Run 1, power grid:
(6 px per um) Pins as bars on the die edge. Tap cells in gray.
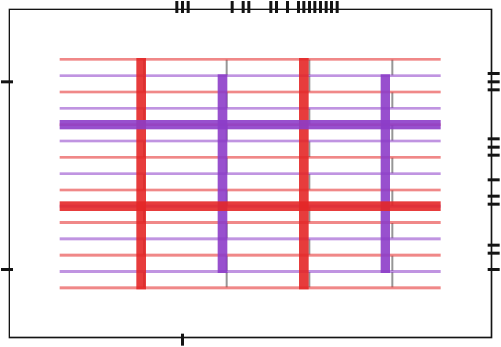
Run 1, cells colored by class:
(6 px per um) Fill, decap, tap and diode cells in gray.
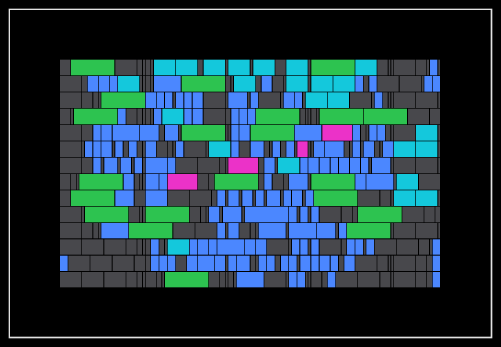
Run 1, clock distribution:
(4 px per um)
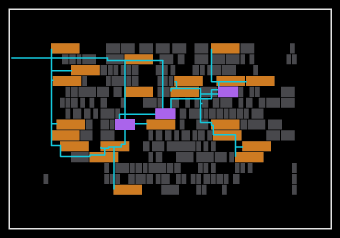
Run 1, wiring by layer:
(6 px per um)
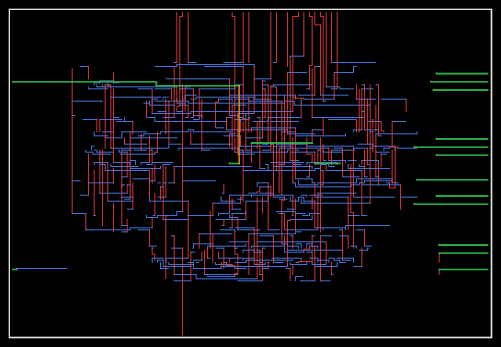
[src/rtl/fft32_tw_sched.sv]
// rtl/fft32_tw_sched.sv - advance/twiddle scheduler for a 32-point radix-2 SDF FFT.
// Define FFT32_TW_SCHED_FLUSH_EN to add the FLUSH state that auto-drains the pipeline.
module fft32_tw_sched #(
  parameter int FLUSH_CYC = 31
) (
  input  logic       i_clk,
  input  logic       i_rst,
  input  logic       i_in_valid,
  output logic       o_in_ready,
  output logic       o_adv,
  output logic [4:0] o_bf_sel,
  output logic [3:0] o_tw_addr_s0,
  output logic [3:0] o_tw_addr_s1,
  output logic [3:0] o_tw_addr_s2,
  output logic [3:0] o_tw_addr_s3,
  output logic       o_out_valid,
  output logic [4:0] o_out_idx
);

  localparam int WW = $clog2(FLUSH_CYC + 1);
  localparam logic [WW-1:0] WARM_MAX = WW'(FLUSH_CYC);

`ifdef FFT32_TW_SCHED_FLUSH_EN
  typedef enum logic [1:0] {IDLE, RUN, FLUSH} state_t;
`else
  typedef enum logic [1:0] {IDLE, RUN} state_t;
`endif

  state_t          state_q;
  logic [4:0]      cnt_q;
  logic [4:0]      out_cnt_q;
  logic [WW-1:0]   warm_q;
  logic [5:0]      pend_q;
  logic [5:0]      pend_d;
  logic            flush_now;
  logic            accept;
  logic            drain_done;

`ifdef FFT32_TW_SCHED_FLUSH_EN
  // A frame boundary with no new input and samples in flight starts draining in that same cycle.
  assign flush_now = (state_q == FLUSH) ||
                     ((state_q == RUN) && (cnt_q == 5'd0) && !i_in_valid && (pend_q != 6'd0));
`else
  assign flush_now = 1'b0;
`endif

  assign o_in_ready  = ~flush_now;
  assign o_adv       = i_in_valid | flush_now;
  assign accept      = i_in_valid & ~flush_now;
  assign o_out_valid = o_adv && (warm_q == WARM_MAX) && (pend_q != 6'd0);
  assign drain_done  = flush_now && (pend_d == 6'd0);

  always_comb begin
    pend_d = pend_q;
    if (accept && !o_out_valid) begin
      pend_d = pend_q + 6'd1;
    end else if (!accept && o_out_valid) begin
      pend_d = pend_q - 6'd1;
    end
  end

  assign o_bf_sel     = {cnt_q[0], cnt_q[1], cnt_q[2], cnt_q[3], cnt_q[4]};
  assign o_tw_addr_s0 = cnt_q[3:0];
  assign o_tw_addr_s1 = {cnt_q[2:0], 1'b0};
  assign o_tw_addr_s2 = {cnt_q[1:0], 2'b00};
  assign o_tw_addr_s3 = {cnt_q[0], 3'b000};
  assign o_out_idx    = {out_cnt_q[0], out_cnt_q[1], out_cnt_q[2], out_cnt_q[3], out_cnt_q[4]};

  always_ff @(posedge i_clk) begin
    if (i_rst) begin
      state_q   <= IDLE;
      cnt_q     <= 5'd0;
      warm_q    <= '0;
      pend_q    <= 6'd0;
      out_cnt_q <= 5'd0;
    end else begin
      pend_q <= pend_d;
      if (o_adv) begin
        cnt_q <= cnt_q + 5'd1;
        if (warm_q != WARM_MAX) begin
          warm_q <= warm_q + WW'(1);
        end
      end
      if (o_out_valid) begin
        out_cnt_q <= out_cnt_q + 5'd1;
      end
      case (state_q)
        IDLE: if (accept) state_q <= RUN;
`ifdef FFT32_TW_SCHED_FLUSH_EN
        RUN:  if (flush_now) state_q <= FLUSH;
`endif
        default: ;
      endcase
      // Pipeline empty again: realign so the next frame starts at W0 with a cold pipeline.
      if (drain_done) begin
        state_q   <= IDLE;
        cnt_q     <= 5'd0;
        warm_q    <= '0;
        out_cnt_q <= 5'd0;
      end
    end
  end

endmodule
[config.mk]
export PLATFORM = sky130hd
export DESIGN_NAME = fft32_tw_sched
export DESIGN_NICKNAME = d
export VERILOG_FILES = /design/src/rtl/fft32_tw_sched.sv
export SDC_FILE = /design/constraint.sdc
export NUM_CORES = 1
export LEC_CHECK = 0
export ABC_AREA = 1
export CAP_MARGIN = 5
export CORE_ASPECT_RATIO = 0.6
export CORE_MARGIN = 8
export CORE_UTILIZATION = 52
export DETAILED_ROUTE_END_ITERATION = 16
export HOLD_SLACK_MARGIN = 0.03
export PLACE_DENSITY_LB_ADDON = 0.2
export RECOVER_POWER = 25
export SLEW_MARGIN = 20
export SYNTH_ARGS = -nofsm -noshare
export SYNTH_HDL_FRONTEND = slang
export SYNTH_SLANG_ARGS = --single-unit
[constraint.sdc]
create_clock -name i_clk -period 6.95 [get_ports i_clk]
set_clock_uncertainty 0.1 [all_clocks]
set_input_delay 2.085 -clock i_clk [delete_from_list [all_inputs] [get_ports i_clk]]
set_output_delay 2.085 -clock i_clk [all_outputs]
set_load 0.01 [all_outputs]
==> ci_impl_report.md, run 1 <==
## PnR job results

| Metric | Value |
|---|---|
| Cell area leaders | dfxtp_1, buf_4, ha_1, nor2_1, nand2_1 |
| Minimum clock period | 6.09 ns |
| DRC viols | 0 |
| Area share of the largest cell type after synthesis | 32.8% |
| Hold WS | 0.340 ns |
| Hold buffers post-CTS | 0 |
| Cycle use final | 87.6% |
| Flip-flops with a built-in enable | 0 |
| Grt total ovfl | 0 |
| Setup TNS | 0 ns |
| Cell family contributing the most delay on the critical path | buffers and inverters |
| Seq/Total Area, Yosys | 32.8% |
| Vias in the first global route | 980 |
| CTS tree | yes |
| Share of cells above drive strength 1 | 6.42% |
| Top cells by count | nor2_1, dfxtp_1, nand2_1 |
| Die ar. | 0.00436 mm2 |
| Met2 Use GR | 21.4% |
| Met1 Routed Length | 1200 um |
| Num CTS Buffers | 3 |
| MUX share of area | 0% |
| Aoi share | 8.39% |
| Async S/R FF share, synth | 0% |
| Yosys reg bits | 21 |
| Crit path DRT | 4.76 ns |
| Initial antenna violation count | 0 |
| Top Usage Layer GRT | met2 |
| Crit path capture | o_out_valid |
| Area of the mapped netlist | 0.00128 mm2 |
| Xor/xnor share | 4.78% |
| Routed length on met3 | 167 um |
| Power share of the clock group | 28.8% |
| Yosys cell types | 26 |
| FP Core Util | 53.1% |
| Mapped Avg Cell Area | 7.37 um2 |
| Post-route cell area | 0.00148 mm2 |
| I/O pin count | 32 |
| Psw | 0.0754 mW |
| Number of standard cells reported by yosys | 174 |
| DR iter-0 viols | 31 |
| Met2 Wirelength | 1190 um |
| CP bufs+invs | 4 |
| WHS Path Cells | 1 |
| Crit-path max FO | 9 |
| Worst Setup Path Type | in -> out |
| Crit path largest cell delay | 0.73 ns |
| FF-to-FF Start | warm_q[0]$_SDFFE_PP0P_ |
| Final Core Density | 61.0% |
| I/O Buffers | 24 |
| Outcome | finished, final reports clean |
| Commonest flop | dfxtp_1 |
| Comb/total area | 43.8% |
| Fraction of area in registers | 28.5% |
| Top power group | registers |
| Dominant kind of combinational cell | simple AND/OR/NAND/NOR gates |
| Tool warning count | 26 |
| Root Buffer | clkbuf_8 |
| Syn. warnings | 0 |
| Worst-margin pin slew | 0.526 ns |
| Maximum clock rate | 164 MHz |
## Picture notes: 'power grid'
red -> VSS
purple -> VDD
tap cells = 32
met5 straps = 2
core area: 0.00242 mm2
Die Y: 54.5 um
Max IR drop VDD: 0.109 mV
die span in x: 80.1 um

## Picture notes: 'cells colored by class'
cyan -> remaining buffers and delay cells  # cells 24
magenta -> clock drivers and dummy loads  # cells 4
blue -> combinational and other logic  # cells 138
green -> sequential cells  # cells 21

## Picture notes: 'clock distribution'
cyan -> clock wires  # length 248 um
purple -> clock drivers  # count 3
orange -> flip-flops  # count 21
routed clock nets = 4

## Picture notes: 'wiring by layer'
orange -> metal 4  # wire length 12.9 um
green -> metal 3  # wire length 168 um
red -> metal 2  # wire length 1190 um
blue -> metal 1  # wire length 1200 um
via count: 1052
final WL: 2560 um
total track usage: 12.7%

==> inputs of run 2 (changes only) <==
- CAP_MARGIN: 5 -> unset
- CORE_ASPECT_RATIO: 0.6 -> unset
Run 2, power grid:
(8 px per um) Pins as bars on the die edge. Tap cells in gray.
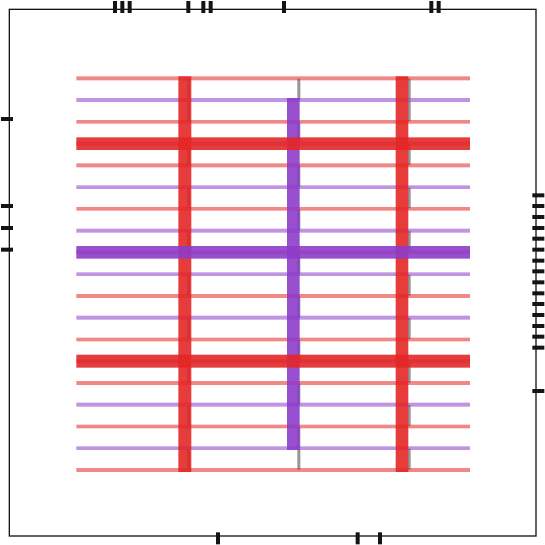
red -> VSS
purple -> VDD
tap cells = 30
met1 rails = 19
Max IR drop VDD: 0.116 mV
Die Y: 65.7 um
core area: 0.00241 mm2
die span in x: 65.7 um

==> ci_impl_report.md, run 2 <==
## PnR job results

| Metric | Value |
|---|---|
| Psw | 0.0761 mW |
| Crit path DAT | 3.86 ns |
| WHS Path Cells | 1 |
| Final WL | 2530 um |
| Total track usage | 12.2% |
| First-pass DRT Iterations | 4 |
| DR iter-0 viols | 44 |
| Clock transition at path regs | 0.11 ns |
| Hold buffers post-CTS | 0 |
| Post-route cell area | 0.00145 mm2 |
| Root Buffer | clkbuf_4 |
| Power of the sequential group | 0.134 mW |
| Xor/xnor share | 4.78% |
| Worst Setup Path Type | in -> out |
| DRC viols | 0 |
| Crit path largest cell delay | 0.71 ns |
| Met1 Routed Length | 1050 um |
| I/O Buffers | 24 |
| CP Launch Point | i_in_valid |
| Yosys chip area | 0.00128 mm2 |
| Routed length on met3 | 226 um |
| Aoi share | 8.39% |
| Worst-margin pin slew | 0.542 ns |
| Max Cap Viol | 0 |
| Maximum clock rate | 165 MHz |
| CP bufs+invs | 4 |
| Flip-flops with a built-in enable | 0 |
| Tool warning count | 26 |
| Met2 Wirelength | 1220 um |
| Yosys simple share | 25.0% |
| Async S/R FF share, synth | 0% |
| Fraction of area in registers | 29.0% |
| Syn. warnings | 0 |
| Hold WS | 0.359 ns |
| Num Clock Sinks | 21 |
| Gate power share | 22.6% |
| Num CTS Buffers | 3 |
| I/O pin count | 32 |
| CTS H-tree lvls | 1 |
| Crit path DRT | 4.76 ns |
| Sw Ratio | 30.5% |
| MUX share of area | 0% |
| Routed length per instance | 11.6 um |
| Pwr/cell area | 172 mW/mm2 |
| Grt total ovfl | 0 |
| Area share of the largest cell type after synthesis | 32.8% |
| CTS Buffer Depth | 2 |
| Die ar. | 0.00431 mm2 |
| Gate Area | 641 um2 |
| Minimum clock period | 6.05 ns |
| Comb/total area | 44.2% |
| Cell area leaders | dfxtp_1, buf_4, ha_1, nor2_1, nand2_1 |
| Area occupied by registers | 420 um2 |
| Crit-path max FO | 9 |
| Uppermost layer routed | met4 |
| Dominant kind of combinational cell | simple AND/OR/NAND/NOR gates |
| Rel. slew slack | 63.7% |
| Via count | 1053 |
| Top power group | registers |
| Cycle use final | 87.0% |
| Area of the mapped netlist | 0.00128 mm2 |
| FF-to-FF Start | warm_q[0]$_SDFFE_PP0P_ |
| Final setup viols | 0 |
| Setup ws final | 0.902 ns |
| Latency at later pin | 0.31 ns |
| Outcome | finished, final reports clean |
| Critical path depth | 6 |
| CTS tree | yes |
| Hold/Removal Path Class | reg -> reg |
| Cell family contributing the most delay on the critical path | buffers and inverters |
| Commonest flop | dfxtp_1 |
| Crit path capture | o_out_valid |
| Mapped Avg Cell Area | 7.37 um2 |
| FP Core Util | 53.2% |
| Share of cells above drive strength 1 | 5.35% |
| Vias in the first global route | 969 |
| Number of standard cells reported by yosys | 174 |
| Yosys cell types | 26 |
| Count leader, synth | nor2_1 |
| Initial antenna violation count | 0 |
| Power share of the clock group | 23.6% |
| Top cells by count | nor2_1, dfxtp_1, nand2_1 |
| RePlAce Congestion | 0.870 |
| Setup TNS | 0 ns |
| Seq/Total Area, Yosys | 32.8% |
| Clock group | 0.0590 mW |
| Yosys reg bits | 21 |
| Power Total | 0.250 mW |
Run 2, track usage over the die:
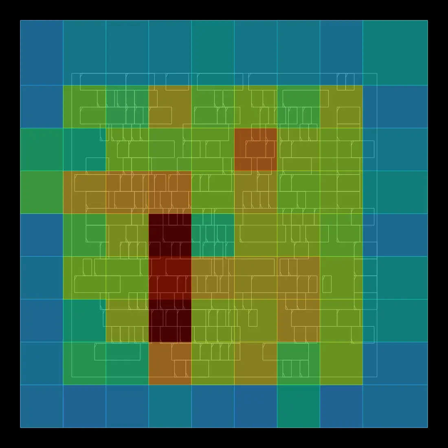
met2 Use GR: 21.3%
Final Core Density: 60.1%
met3 usage: 4.42%
met1 Track Usage GR: 12.7%
Top Usage Layer GRT: met2

No activity file was given, so power comes from the tool's default toggle rates.
